**Metal 1**

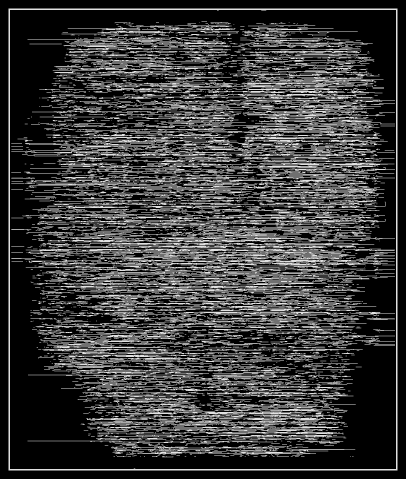
**M2 wires**

The bar under the picture is 100 um long. Cells faint in the background.
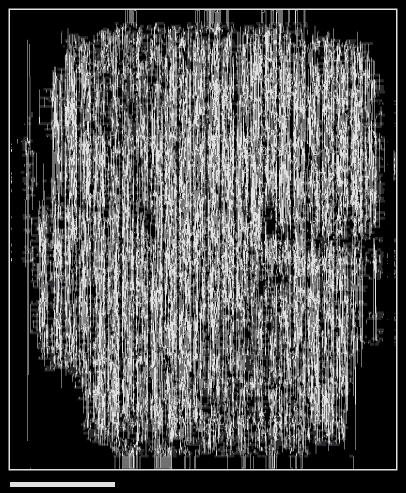
**M3 wires**

The bar under the picture is 100 um long.
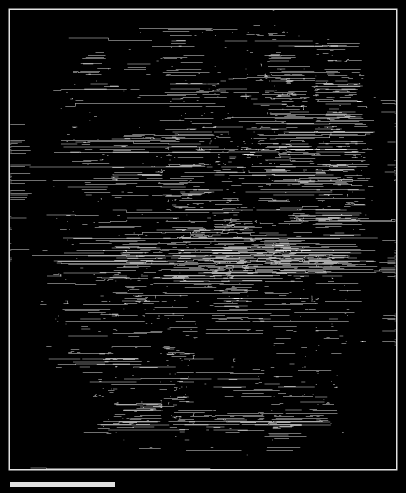
**Metal 4**

Cells faint in the background.
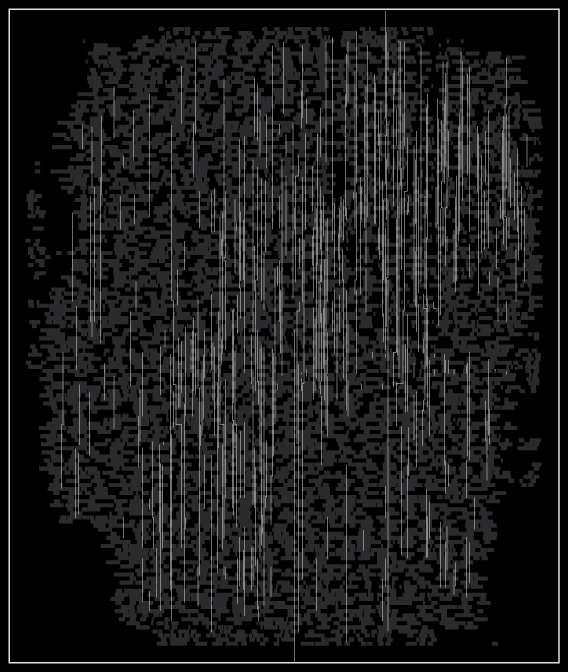
**Routing congestion**

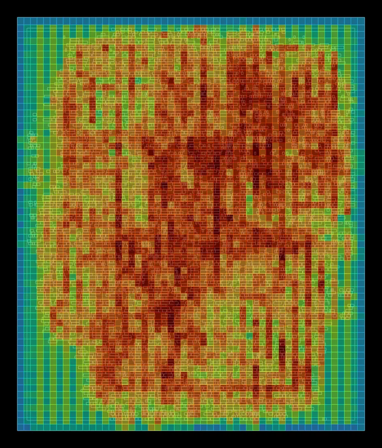
$ cat src/rtl/rename_regfile.sv
// Architectural register file with rename busy/tag tracking, zero-latency operand lookup with ROB forwarding.
// Optional branch checkpoint (shadow busy/tag) built when RENAME_CKPT_EN is defined.
module rename_regfile #(
    parameter int XLEN  = 32,
    parameter int NREG  = 32,
    parameter int TAG_W = 4,
    parameter int NRD   = 2
) (
    input  logic                             clk_in,
    input  logic                             rst_in,
    input  logic                             rdy_in,
    input  logic                             flush_in,
    input  logic [NRD*$clog2(NREG)-1:0]      rd_addr_i,
    output logic [NRD*XLEN-1:0]              rd_val_o,
    output logic [NRD-1:0]                   rd_busy_o,
    output logic [NRD*TAG_W-1:0]             rd_tag_o,
    input  logic [NRD-1:0]                   rob_ready_i,
    input  logic [NRD*XLEN-1:0]              rob_val_i,
    input  logic                             iss_valid_i,
    input  logic [$clog2(NREG)-1:0]          iss_rd_i,
    input  logic [TAG_W-1:0]                 iss_tag_i,
    input  logic                             cmt_valid_i,
    input  logic [$clog2(NREG)-1:0]          cmt_rd_i,
    input  logic [TAG_W-1:0]                 cmt_tag_i,
    input  logic [XLEN-1:0]                  cmt_val_i,
    input  logic                             ckpt_save_i,
    input  logic                             ckpt_restore_i,
    output logic                             ckpt_valid_o
);
    localparam int AW = $clog2(NREG);

    logic [XLEN-1:0]  val_q [NREG];
    logic [XLEN-1:0]  val_d [NREG];
    logic [NREG-1:0]  busy_q, busy_d, norm_busy;
    logic [TAG_W-1:0] tag_q [NREG];
    logic [TAG_W-1:0] tag_d [NREG];
    logic [TAG_W-1:0] norm_tag [NREG];

`ifdef RENAME_CKPT_EN
    logic [NREG-1:0]  sbusy_q, sbusy_d, sh_busy;
    logic [TAG_W-1:0] stag_q [NREG];
    logic [TAG_W-1:0] stag_d [NREG];
    logic [TAG_W-1:0] sh_tag [NREG];
    logic             ckpt_q, ckpt_d;
    assign ckpt_valid_o = ckpt_q;
`else
    logic unused_save;
    assign unused_save  = ckpt_save_i;
    assign ckpt_valid_o = 1'b0;
`endif

    // Normal-path update: commit clears only a matching tag, issue always wins.
    always_comb begin
        val_d     = val_q;
        norm_busy = busy_q;
        norm_tag  = tag_q;
`ifdef RENAME_CKPT_EN
        sh_busy   = sbusy_q;
        sh_tag    = stag_q;
`endif
        for (int r = 1; r < NREG; r++) begin
            if (cmt_valid_i && cmt_rd_i == AW'(r)) begin
                val_d[r] = cmt_val_i;
                if (tag_q[r] == cmt_tag_i && !(iss_valid_i && iss_rd_i == AW'(r))) begin
                    norm_busy[r] = 1'b0;
                    norm_tag[r]  = '0;
                end
`ifdef RENAME_CKPT_EN
                if (stag_q[r] == cmt_tag_i) begin
                    sh_busy[r] = 1'b0;
                    sh_tag[r]  = '0;
                end
`endif
            end
            if (iss_valid_i && iss_rd_i == AW'(r)) begin
                norm_busy[r] = 1'b1;
                norm_tag[r]  = iss_tag_i;
            end
        end
    end

    always_comb begin
        busy_d = norm_busy;
        tag_d  = norm_tag;
`ifdef RENAME_CKPT_EN
        sbusy_d = sh_busy;
        stag_d  = sh_tag;
        ckpt_d  = ckpt_q;
        if (flush_in || (ckpt_restore_i && !ckpt_q)) begin
            busy_d  = '0;
            sbusy_d = '0;
            ckpt_d  = 1'b0;
            for (int r = 0; r < NREG; r++) begin
                tag_d[r]  = '0;
                stag_d[r] = '0;
            end
        end else if (ckpt_restore_i) begin
            busy_d = sh_busy;
            tag_d  = sh_tag;
            ckpt_d = 1'b0;
        end else if (ckpt_save_i) begin
            sbusy_d = norm_busy;
            stag_d  = norm_tag;
            ckpt_d  = 1'b1;
        end
`else
        if (flush_in || ckpt_restore_i) begin
            busy_d = '0;
            for (int r = 0; r < NREG; r++) tag_d[r] = '0;
        end
`endif
    end

    always_ff @(posedge clk_in or posedge rst_in) begin
        if (rst_in) begin
            busy_q <= '0;
            for (int r = 0; r < NREG; r++) begin
                val_q[r] <= '0;
                tag_q[r] <= '0;
            end
`ifdef RENAME_CKPT_EN
            sbusy_q <= '0;
            ckpt_q  <= 1'b0;
            for (int r = 0; r < NREG; r++) stag_q[r] <= '0;
`endif
        end else if (rdy_in) begin
            busy_q <= busy_d;
            val_q  <= val_d;
            tag_q  <= tag_d;
`ifdef RENAME_CKPT_EN
            sbusy_q <= sbusy_d;
            stag_q  <= stag_d;
            ckpt_q  <= ckpt_d;
`endif
        end
    end

    // Lookup priority: x0, same-cycle issue, same-cycle matching commit, stored state.
    for (genvar k = 0; k < NRD; k++) begin : g_port
        logic [AW-1:0]    a;
        logic             pend;
        logic [TAG_W-1:0] tg;
        logic [XLEN-1:0]  v;

        assign a = rd_addr_i[k*AW +: AW];

        always_comb begin
            pend = 1'b0;
            tg   = '0;
            v    = '0;
            if (a != '0) begin
                if (iss_valid_i && iss_rd_i == a) begin
                    pend = 1'b1;
                    tg   = iss_tag_i;
                end else if (cmt_valid_i && cmt_rd_i == a && busy_q[a] && tag_q[a] == cmt_tag_i) begin
                    v  = cmt_val_i;
                    tg = tag_q[a];
                end else begin
                    pend = busy_q[a];
                    tg   = tag_q[a];
                    v    = val_q[a];
                end
            end
        end

        assign rd_busy_o[k]                = pend & ~rob_ready_i[k];
        assign rd_tag_o[k*TAG_W +: TAG_W]  = tg;
        assign rd_val_o[k*XLEN +: XLEN]    = pend ? rob_val_i[k*XLEN +: XLEN] : v;
    end
endmodule

$ cat config.mk
export PLATFORM = sky130hd
export DESIGN_NAME = rename_regfile
export DESIGN_NICKNAME = d
export VERILOG_FILES = /design/src/rtl/rename_regfile.sv
export SDC_FILE = /design/constraint.sdc
export NUM_CORES = 2
export LEC_CHECK = 0
export ABC_CLOCK_PERIOD_IN_PS = 75700
export CORE_ASPECT_RATIO = 1.2
export CORE_MARGIN = 10
export CORE_UTILIZATION = 45
export CTS_CLUSTER_DIAMETER = 150
export DETAILED_ROUTE_END_ITERATION = 16
export GPL_TIMING_DRIVEN = 0
export SYNTH_ARGS = -nofsm -noshare
export SYNTH_HDL_FRONTEND = slang
export SYNTH_SLANG_ARGS = --single-unit
$ cat constraint.sdc
create_clock -name clk_in -period 75.7 [get_ports clk_in]
set_input_delay 15.14 -clock clk_in [delete_from_list [all_inputs] [get_ports clk_in]]
set_output_delay 15.14 -clock clk_in [all_outputs]
set_load 0.005 [all_outputs]
==> impl_metrics.yaml <==
# flow metrics
worst_hold_path:
  hold_path_end: "busy_q[10]"
power_and_ir_drop:
  power.density_nw_per_um2: 23.2
  p_comb_uw: 324
  p_switching_uw: 478
  seq_power_share: 0.430
  power_leader: "sequential cells"
  p_int_uw: 1230
layout:
  final_layout_top_logic_cells: "dfrtp_1 (1147), mux2_2 (1046), mux4_2 (636)"
  final-clk-cell-share: 0.0578
  comb_area_um2: 34100
  layout.non_clock_inverters: 10
  syn_to_final_growth_pct: 13.8
  buffers: 669
  comb_share: 0.462
die:
  fp.dieH_um: 436
  num_rows: 152
  taps: 1925
routing:
  topRoutingLayerUsed: "met5"
  drtPass1Iterations: 6
  ant_nets: 0
  drt-vias-per-instance: 6.83
final_timing:
  fin_skew_ns: 0.0188
  finalMaxSlewViolations: 18
  fmax_ghz: 0.0272
  hold_slack_ns: 0.502
  setup_ws_ns: 38.88
cts:
  clock_latency_ns: 0.80
  cts_tree: "yes"
global_routing:
  top_usage_layer: "met2"
  grt_first_pass_wirelength_um: 371000
  track_usage: 0.327
  grt_pass1_vias: 47800
setup_path:
  r2r_start: "tag_q[54]"
  rr_endpoint: "tag_q[53]"
  path_depth: 13
  crit_path_start_kind: "input port"
  r2r_cells: 5
place:
  dpl.cell_count: 6660
  pre_cts_ws_ns: 39.30
synthesis:
  ys_sh_simple: 0.0399
  netlist-cell-type-count: 61
  synth.avg_cell_area_um2: 14.3
  synth.net_count: 4668
outcome:
  violations: "capacitance limit, slew limit"
  status: "finished, violations left"
job:
  max-cap-violations: 4
-- 'metal 1' (at the start) --
wire length on this layer: 99.5 mm
main direction: horizontal
longest straight run: 135 um
share of all routed wire: 37%
nets with wire on the layer: 4767

-- 'M2 wires' (at the start) --
nets with wire on the layer: 4635
main direction: vertical
wire length on this layer: 121 mm

-- 'M3 wires' (at the start) --
share of all routed wire: 9.8%
main direction: horizontal
wire length on this layer: 26.1 mm
longest straight run: 156 um
nets with wire on the layer: 822

-- 'metal 4' (at the start) --
main direction: vertical
nets with wire on the layer: 231
longest straight run: 222 um
share of all routed wire: 7.3%

-- 'routing congestion' (at the start) --
met1 Use GR: 0.407
met3 usage: 0.0893
final core occ: 0.516
Wirelength per Cell: 38.7 um

## cell usage after synthesis (all sizes together), types with 8 or more instances
cell type,number,area share
nor2,164,0.0095
a21o,25,0.0029
a221o,32,0.0049
nand3,26,0.0020
a31oi,40,0.0039
o22ai,9,0.00087
o21ai,105,0.0081
xnor2,79,0.011
inv,9,0.00052
nand4,19,0.0018
a21oi,19,0.0015
mux2,1046,0.18
mux4,636,0.22
clkbuf,279,0.016
and2,8,0.00077
and3,8,0.00077
nor4,13,0.0014
a22oi,13,0.0015
nand2,165,0.0096
buf,186,0.014
mux2i,87,0.013
nor2b,48,0.0046
a22o,134,0.018
nand2b,14,0.0014
nor3,61,0.0047
o31ai,34,0.0040
xor2,69,0.0093
dfrtp,1147,0.44
## sequential cells by signal, summed over array words and instances (netlist names)
name	cells
busy_q	31
val_q	992
tag_q	124
